==> src/rtl/multiplier_seq.sv <==
`default_nettype none
// ============================================================================
// multiplier_seq : sequential unsigned shift-add multiplier, one multiplier
//                  bit per clock, 2*WIDTH-bit product with a one-cycle done.
// Optional macro MULT_EARLY_EXIT_EN ends the iteration once the remaining
// multiplier bits are all zero.
// Revision: 1.0
// ============================================================================
module multiplier_seq #(
    parameter int WIDTH = 4
) (
    input  logic                 clk,
    input  logic                 rst,
    input  logic                 start,
    input  logic [WIDTH-1:0]     multiplicand,
    input  logic [WIDTH-1:0]     multiplier,
    output logic [2*WIDTH-1:0]   product,
    output logic                 busy,
    output logic                 done
);

    localparam int c_pw = 2 * WIDTH;
    localparam int c_cw = $clog2(WIDTH) + 1;
    localparam logic [c_cw-1:0] c_last = c_cw'(WIDTH - 1);

    typedef enum logic [1:0] {
        S_IDLE = 2'd0,
        S_BUSY = 2'd1,
        S_DONE = 2'd2
    } state_t;

    state_t            state_q;
    logic [c_pw-1:0]   acc_q;
    logic [c_pw-1:0]   mcand_q;
    logic [c_pw-1:0]   product_q;
    logic [WIDTH-1:0]  mplr_q;
    logic [c_cw-1:0]   cnt_q;
    logic              busy_q;
    logic              done_q;

    logic [c_pw-1:0]   acc_d;
    logic              last_d;

    always_comb begin
        acc_d = mplr_q[0] ? (acc_q + mcand_q) : acc_q;
`ifdef MULT_EARLY_EXIT_EN
        // Next shifted multiplier is zero: no further partial products to add.
        last_d = (cnt_q == c_last) || (mplr_q[WIDTH-1:1] == '0);
`else
        last_d = (cnt_q == c_last);
`endif
    end

    always_ff @(posedge clk) begin
        if (rst) begin
            state_q   <= S_IDLE;
            acc_q     <= '0;
            mcand_q   <= '0;
            mplr_q    <= '0;
            cnt_q     <= '0;
            product_q <= '0;
            busy_q    <= 1'b0;
            done_q    <= 1'b0;
        end else begin
            case (state_q)
                S_IDLE: begin
                    done_q <= 1'b0;
                    if (start) begin
                        acc_q   <= '0;
                        mcand_q <= {{WIDTH{1'b0}}, multiplicand};
                        mplr_q  <= multiplier;
                        cnt_q   <= '0;
                        busy_q  <= 1'b1;
                        state_q <= S_BUSY;
                    end
                end
                S_BUSY: begin
                    acc_q   <= acc_d;
                    mcand_q <= mcand_q << 1;
                    mplr_q  <= mplr_q >> 1;
                    cnt_q   <= cnt_q + 1'b1;
                    if (last_d) begin
                        product_q <= acc_d;
                        done_q    <= 1'b1;
                        state_q   <= S_DONE;
                    end
                end
                S_DONE: begin
                    done_q  <= 1'b0;
                    busy_q  <= 1'b0;
                    state_q <= S_IDLE;
                end
                default: begin
                    done_q  <= 1'b0;
                    busy_q  <= 1'b0;
                    state_q <= S_IDLE;
                end
            endcase
        end
    end

    assign product = product_q;
    assign busy    = busy_q;
    assign done    = done_q;

endmodule
`default_nettype wire

==> config.mk <==
export PLATFORM = sky130hd
export DESIGN_NAME = multiplier_seq
export DESIGN_NICKNAME = d
export VERILOG_FILES = /design/src/rtl/multiplier_seq.sv
export SDC_FILE = /design/constraint.sdc
export NUM_CORES = 1
export LEC_CHECK = 0
export ABC_AREA = 1
export CELL_PAD_IN_SITES_DETAIL_PLACEMENT = 2
export CELL_PAD_IN_SITES_GLOBAL_PLACEMENT = 2
export CORE_MARGIN = 2
export CORE_UTILIZATION = 33
export DETAILED_ROUTE_END_ITERATION = 10
export HOLD_SLACK_MARGIN = 0.1
export PLACE_DENSITY_LB_ADDON = 0.1
export SYNTH_ARGS = -nofsm -noshare
export SYNTH_HDL_FRONTEND = slang
export SYNTH_SLANG_ARGS = --single-unit
==> constraint.sdc <==
create_clock -name clk -period 2.1 [get_ports clk]
set_input_delay 0.63 -clock clk [delete_from_list [all_inputs] [get_ports clk]]
set_output_delay 0.63 -clock clk [all_outputs]
set_load 0.05 [all_outputs]
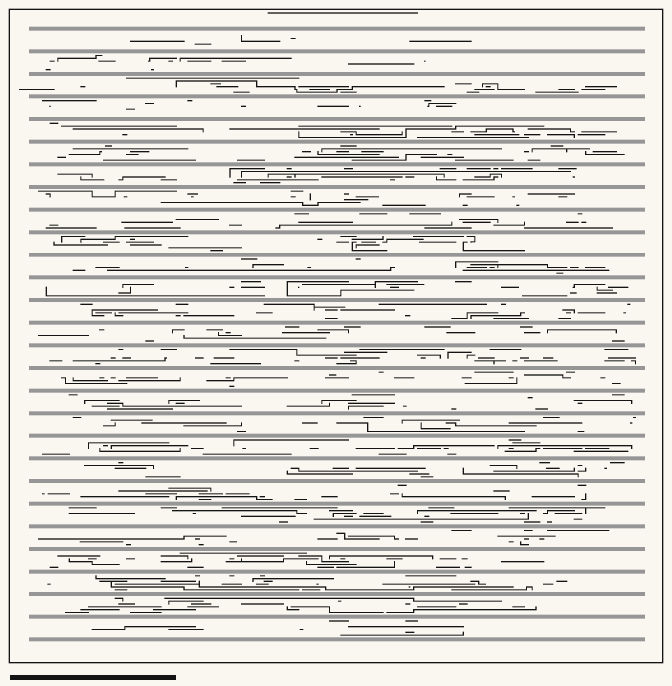
(run_1/met1.png)
Scale bar: 20 um. Supply wires on this layer in gray.
main direction: horizontal
nets with wire on the layer: 262
wire length on this layer: 2450 um
longest straight run: 39.6 um

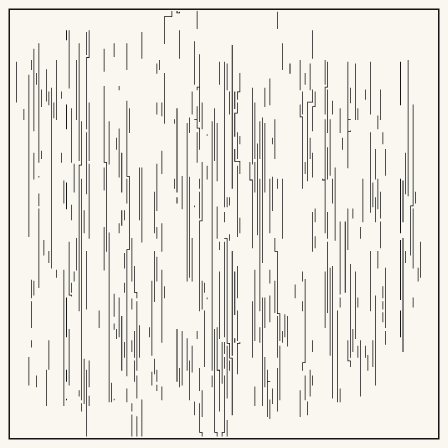
(run_1/met2.png)
nets with wire on the layer: 250
main direction: vertical
longest straight run: 45.6 um
share of all routed wire: 50%
wire length on this layer: 2590 um

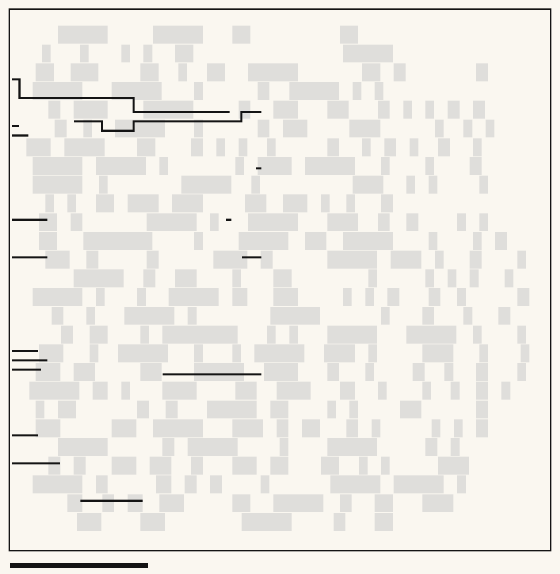
(run_1/met3.png)
Scale bar: 20 um.
share of all routed wire: 2.4%
main direction: horizontal
nets with wire on the layer: 12
wire length on this layer: 128 um

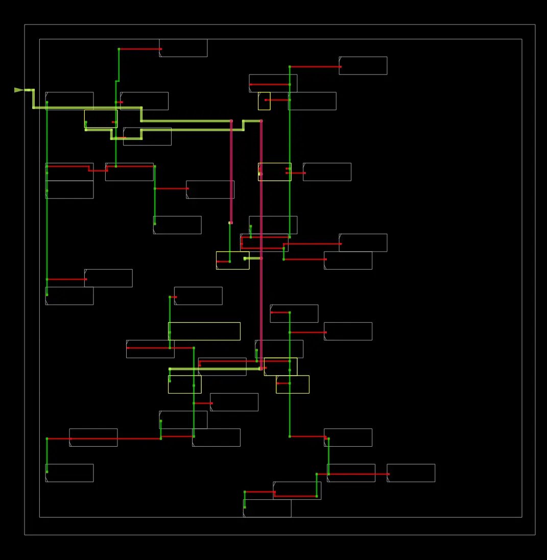
(run_1/final_clocks.png)
Clock Power: 630 uW
clk sinks: 35
Inserted Clock Buffers: 5

==> impl_metrics.env, run 1 <==
# yosys + openroad results
export IMPL_cpMostUsedCell="nand3_1"
export IMPL_cts_resized=0
export IMPL_initial_core_util=0.3359
export IMPL_power_uw=1553
export IMPL_critical_path_top_delay_family="adder cells"
export IMPL_use_met1=0.2449
export IMPL_dp_hpwl_mm=4.080
export IMPL_p_switching_uw=399.4
export IMPL_critPathSlowestCell="fa_1"
export IMPL_regArea_sq_um=700.7
export IMPL_path_buffers=0
export IMPL_arrival_ns=2.02
export IMPL_setup_violations=0
export IMPL_taps=72
export IMPL_rrSetupSlack_ns=0.27
export IMPL_synthesis_area_sq_um=1827
export IMPL_combGateArea_sq_um=945.9
export IMPL_ff_type="dfxtp_1"
export IMPL_powerDensity_nw_per_um2=700.9
export IMPL_seq_area_frac=0.3162
export IMPL_ys_sh_xor=0.009589
export IMPL_sh_comb_area=0.4269
export IMPL_clockBufferDepth=2
export IMPL_synthTopLogicFamily="simple AND/OR/NAND/NOR gates"
export IMPL_synthTopCellsByArea="dfxtp_1, nand2_1, nand3_1, inv_1, ha_1"
export IMPL_yosysTopAreaCell="dfxtp_1"
export IMPL_maxPowerGroup="registers"
export IMPL_overflow=0
export IMPL_die_area_sq_um=6147
export IMPL_drtAntennaViolNets=0
export IMPL_hold_ws_ns=0.4289
export IMPL_final_core_util=0.4074
export IMPL_final_cells=325
export IMPL_grt_pass1_wl_mm=8.901
export IMPL_required_ns=2.29
export IMPL_synthTopCellsByCount="nand2_1, dfxtp_1, inv_1, nand3_1, a21oi_1"
export IMPL_grt_usage=0.1884
export IMPL_ioPinCount=21
export IMPL_cts_tree="yes"
export IMPL_nFillCells=638
export IMPL_insertion_delay_ns=0.29
export IMPL_drv_cap=0
export IMPL_cts_setup_buffers=0
export IMPL_gp_congestion=0.7608
export IMPL_wire_per_inst_um=16.08
export IMPL_syn_area_per_cell_sq_um=8.119
export IMPL_drive_gt1_frac=0.1462
export IMPL_rsz0062_at_grt="false"
export IMPL_r2r_start="acc_q[0]$_SDFFE_PP0P_"
export IMPL_cts_root_buf="clkbuf_8"
export IMPL_cp_cell_sequence="ha_1, fa_1, nand2_1, nand3_1, nand3_1, nand2_1, nand2_1, nand3_1, nand3_1, o21ai_2"
export IMPL_final_cell_mix="nand2_1, dfxtp_1, inv_1"
export IMPL_leakagePower_uw=0.001029
export IMPL_edf_count=0
export IMPL_ys_chip_area_sq_um=1827
export IMPL_ys_sh_simple=0.2315
export IMPL_clkSlewWorstSetupHoldPaths_ns=0.07
export IMPL_fp_nets=246
export IMPL_swShare=0.2572
export IMPL_adder_share=0.07260
export IMPL_status="finished clean"
export IMPL_clock_area_frac=0.05308
export IMPL_worst_path_max_fanout=3
export IMPL_max_freq_mhz=546.4
export IMPL_vias=1642
export IMPL_hold_path_depth=1
export IMPL_die_x_um=78.40
export IMPL_slowest_delay_ns=0.42
export IMPL_core_area_sq_um=5439
export IMPL_largestClassByArea="combinational gates"
export IMPL_startpoint="acc_q[0]$_SDFFE_PP0P_"
export IMPL_ff_count=35
export IMPL_min_delay_start="state_q[1]$_SDFFE_PP0P_"
export IMPL_grt_busiest_layer="met2"
export IMPL_synthMuxAreaShare=0.005479
export IMPL_start_kind="flop"
export IMPL_nNonClkInverters=35
export IMPL_nClkBuffers=6
export IMPL_logic_gates=150
export IMPL_signal_buffer_area_fraction=0.1016
export IMPL_dpl_cell_area_sq_um=2098
export IMPL_async_reset_ff_frac=0
export IMPL_powerSeq_uw=714
export IMPL_finalWorstSetupSlack_ns=0.2700
export IMPL_fin_crit_ns=1.830
export IMPL_pwr_share_comb=0.135
export IMPL_powerComb_uw=210
export IMPL_synth_distinct_cells=32
export IMPL_chipHeight_um=78.40
export IMPL_period_used=0.8714
export IMPL_cp_end_kind="flop"
export IMPL_first_global_vias=1754
export IMPL_ys_cells=225
export IMPL_first_pass_iters=4
export IMPL_ff2ff_path_depth=10
export IMPL_h_tree_depth=2
export IMPL_r2r_end="acc_q[6]$_SDFFE_PP0P_"
export IMPL_hold_path_end="busy$_SDFFE_PP0P_"
export IMPL_nets=273
export IMPL_portBuffers=20
export IMPL_core_rowCount=27
export IMPL_holdCritPathClass="reg -> reg"
export IMPL_via_per_inst=5.052
export IMPL_gr_usage_met3=0.03908
export IMPL_drv_slew=0
export IMPL_tns_ns=0
export IMPL_seq_power_share=0.460
export IMPL_grt_use_met2=0.3190
export IMPL_critical_path_class="reg -> reg"
export IMPL_synthCells=225
export IMPL_drcViolationCount=0
export IMPL_routed_wl_mm=5.225
export IMPL_buffers=25
export IMPL_skew_ns=0.007242
export IMPL_n_antenna_cell=0
export IMPL_log_warning_count=26
export IMPL_wl_met2_mm=2.591
export IMPL_aoi_share=0.1986
export IMPL_drt_iter0_drc=36
export IMPL_synth_top_cell_by_count="nand2_1"
export IMPL_numSynthFlops=35
export IMPL_hold_violations=0
export IMPL_ir_drop_mv=0.4889
export IMPL_layout_top_cell="nand2_1"
export IMPL_slew_headroom=0.7862
export IMPL_intPower_uw=1154
export IMPL_areaGrowthSynthToFinish_pct=21.30
export IMPL_grt_max_degree=18
export IMPL_wl_met1_mm=2.452
export IMPL_pwr_share_clk=0.406
export IMPL_dp_cells=317
export IMPL_cp_num_cells=10
export IMPL_ys_warn_count=0
export IMPL_top_cell_area_share=0.3836
export IMPL_ys_seq_frac=0.3836
export IMPL_antenna_found_initial=0
export IMPL_dr_wl_met3_um=127
==> inputs of run 2 (changes only) <==
--- a/config.mk
+++ b/config.mk
@@ -6,13 +6,14 @@
 export NUM_CORES = 1
 export LEC_CHECK = 0
 export ABC_AREA = 1
+export CAP_MARGIN = 25
 export CELL_PAD_IN_SITES_DETAIL_PLACEMENT = 2
 export CELL_PAD_IN_SITES_GLOBAL_PLACEMENT = 2
 export CORE_MARGIN = 2
 export CORE_UTILIZATION = 33
 export DETAILED_ROUTE_END_ITERATION = 10
 export HOLD_SLACK_MARGIN = 0.1
-export PLACE_DENSITY_LB_ADDON = 0.1
+export PLACE_DENSITY = 0.88
 export SYNTH_ARGS = -nofsm -noshare
 export SYNTH_HDL_FRONTEND = slang
 export SYNTH_SLANG_ARGS = --single-unit
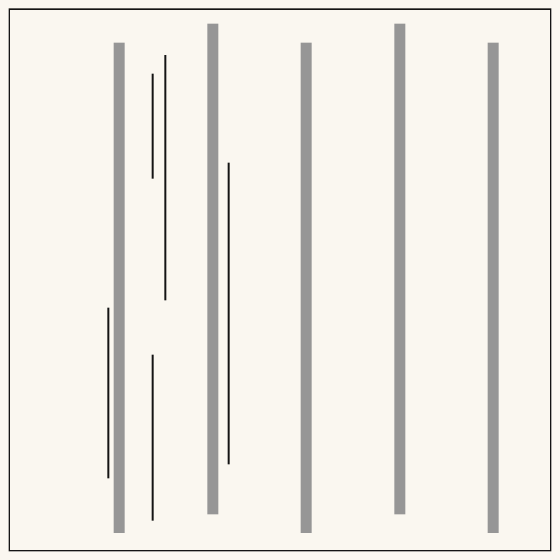
(run_2/met4.png)
Supply wires on this layer in gray.
nets with wire on the layer: 5
wire length on this layer: 142 um
share of all routed wire: 2.3%
longest straight run: 43.5 um
main direction: vertical

==> run 2 against run 1 <==
Register-to-register slack lost 0.08 ns. Combinational power up 5%. Non-clock buffer count is 1 lower. Final cell count decreased by 0.31%. Critical endpoint unchanged. First-iteration DRC count up 56%. Hold slack better by 0.018 ns. Via count rose by 3.9%. Clock skew up 0.00092 ns.
==> impl_metrics.env, run 2 <==
# yosys + openroad results
export IMPL_via_per_inst=5.265
export IMPL_n_antenna_cell=0
export IMPL_cp_num_cells=10
export IMPL_pwr_share_comb=0.149
export IMPL_leakagePower_uw=0.001013
export IMPL_status="finished clean"
export IMPL_drive_gt1_frac=0.1429
export IMPL_min_delay_start="state_q[1]$_SDFFE_PP0P_"
export IMPL_slew_headroom=0.7507
export IMPL_ys_warn_count=0
export IMPL_yosysTopAreaCell="dfxtp_1"
export IMPL_synthTopCellsByArea="dfxtp_1, nand2_1, nand3_1, inv_1, ha_1"
export IMPL_dr_wl_met3_um=118
export IMPL_startpoint="mcand_q[0]$_SDFFE_PP0P_"
export IMPL_chipHeight_um=78.40
export IMPL_cp_end_kind="flop"
export IMPL_nets=272
export IMPL_hold_violations=0
export IMPL_critPathSlowestCell="fa_1"
export IMPL_ys_chip_area_sq_um=1827
export IMPL_ff_type="dfxtp_1"
export IMPL_buffers=24
export IMPL_synthTopCellsByCount="nand2_1, dfxtp_1, inv_1, nand3_1, a21oi_1"
export IMPL_die_area_sq_um=6147
export IMPL_areaGrowthSynthToFinish_pct=20.14
export IMPL_clkSlewWorstSetupHoldPaths_ns=0.07
export IMPL_aoi_share=0.1986
export IMPL_logic_gates=150
export IMPL_routed_wl_mm=6.130
export IMPL_hold_path_depth=1
export IMPL_synthesis_area_sq_um=1827
export IMPL_largestClassByArea="combinational gates"
export IMPL_synth_top_cell_by_count="nand2_1"
export IMPL_combGateArea_sq_um=945.9
export IMPL_cp_cell_sequence="ha_1, fa_1, nand2_1, nand3_1, nand3_1, nand2_1, nand2_1, nand3_1, nand3_1, o21ai_2"
export IMPL_nClkBuffers=7
export IMPL_grt_use_met2=0.4103
export IMPL_drtAntennaViolNets=0
export IMPL_r2r_end="acc_q[6]$_SDFFE_PP0P_"
export IMPL_core_area_sq_um=5439
export IMPL_pwr_share_clk=0.371
export IMPL_max_freq_mhz=522.2
export IMPL_arrival_ns=2.10
export IMPL_synthMuxAreaShare=0.005479
export IMPL_critical_path_top_delay_family="adder cells"
export IMPL_drcViolationCount=0
export IMPL_final_cell_mix="nand2_1, dfxtp_1, inv_1"
export IMPL_ioPinCount=21
export IMPL_top_cell_area_share=0.3836
export IMPL_seq_area_frac=0.3193
export IMPL_period_used=0.9119
export IMPL_ys_sh_simple=0.2315
export IMPL_cpMostUsedCell="nand3_1"
export IMPL_r2r_start="mcand_q[0]$_SDFFE_PP0P_"
export IMPL_fp_nets=246
export IMPL_insertion_delay_ns=0.29
export IMPL_ys_cells=225
export IMPL_rrSetupSlack_ns=0.19
export IMPL_finalWorstSetupSlack_ns=0.1851
export IMPL_signal_buffer_area_fraction=0.09920
export IMPL_regArea_sq_um=700.7
export IMPL_antenna_found_initial=0
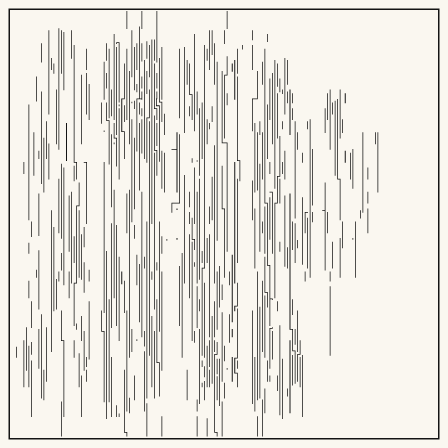
(run_2/met2.png)
longest straight run: 42.8 um
nets with wire on the layer: 256
main direction: vertical
wire length on this layer: 3270 um
share of all routed wire: 53%

Power figures rest on the tool's default switching activity, not on a simulated workload.
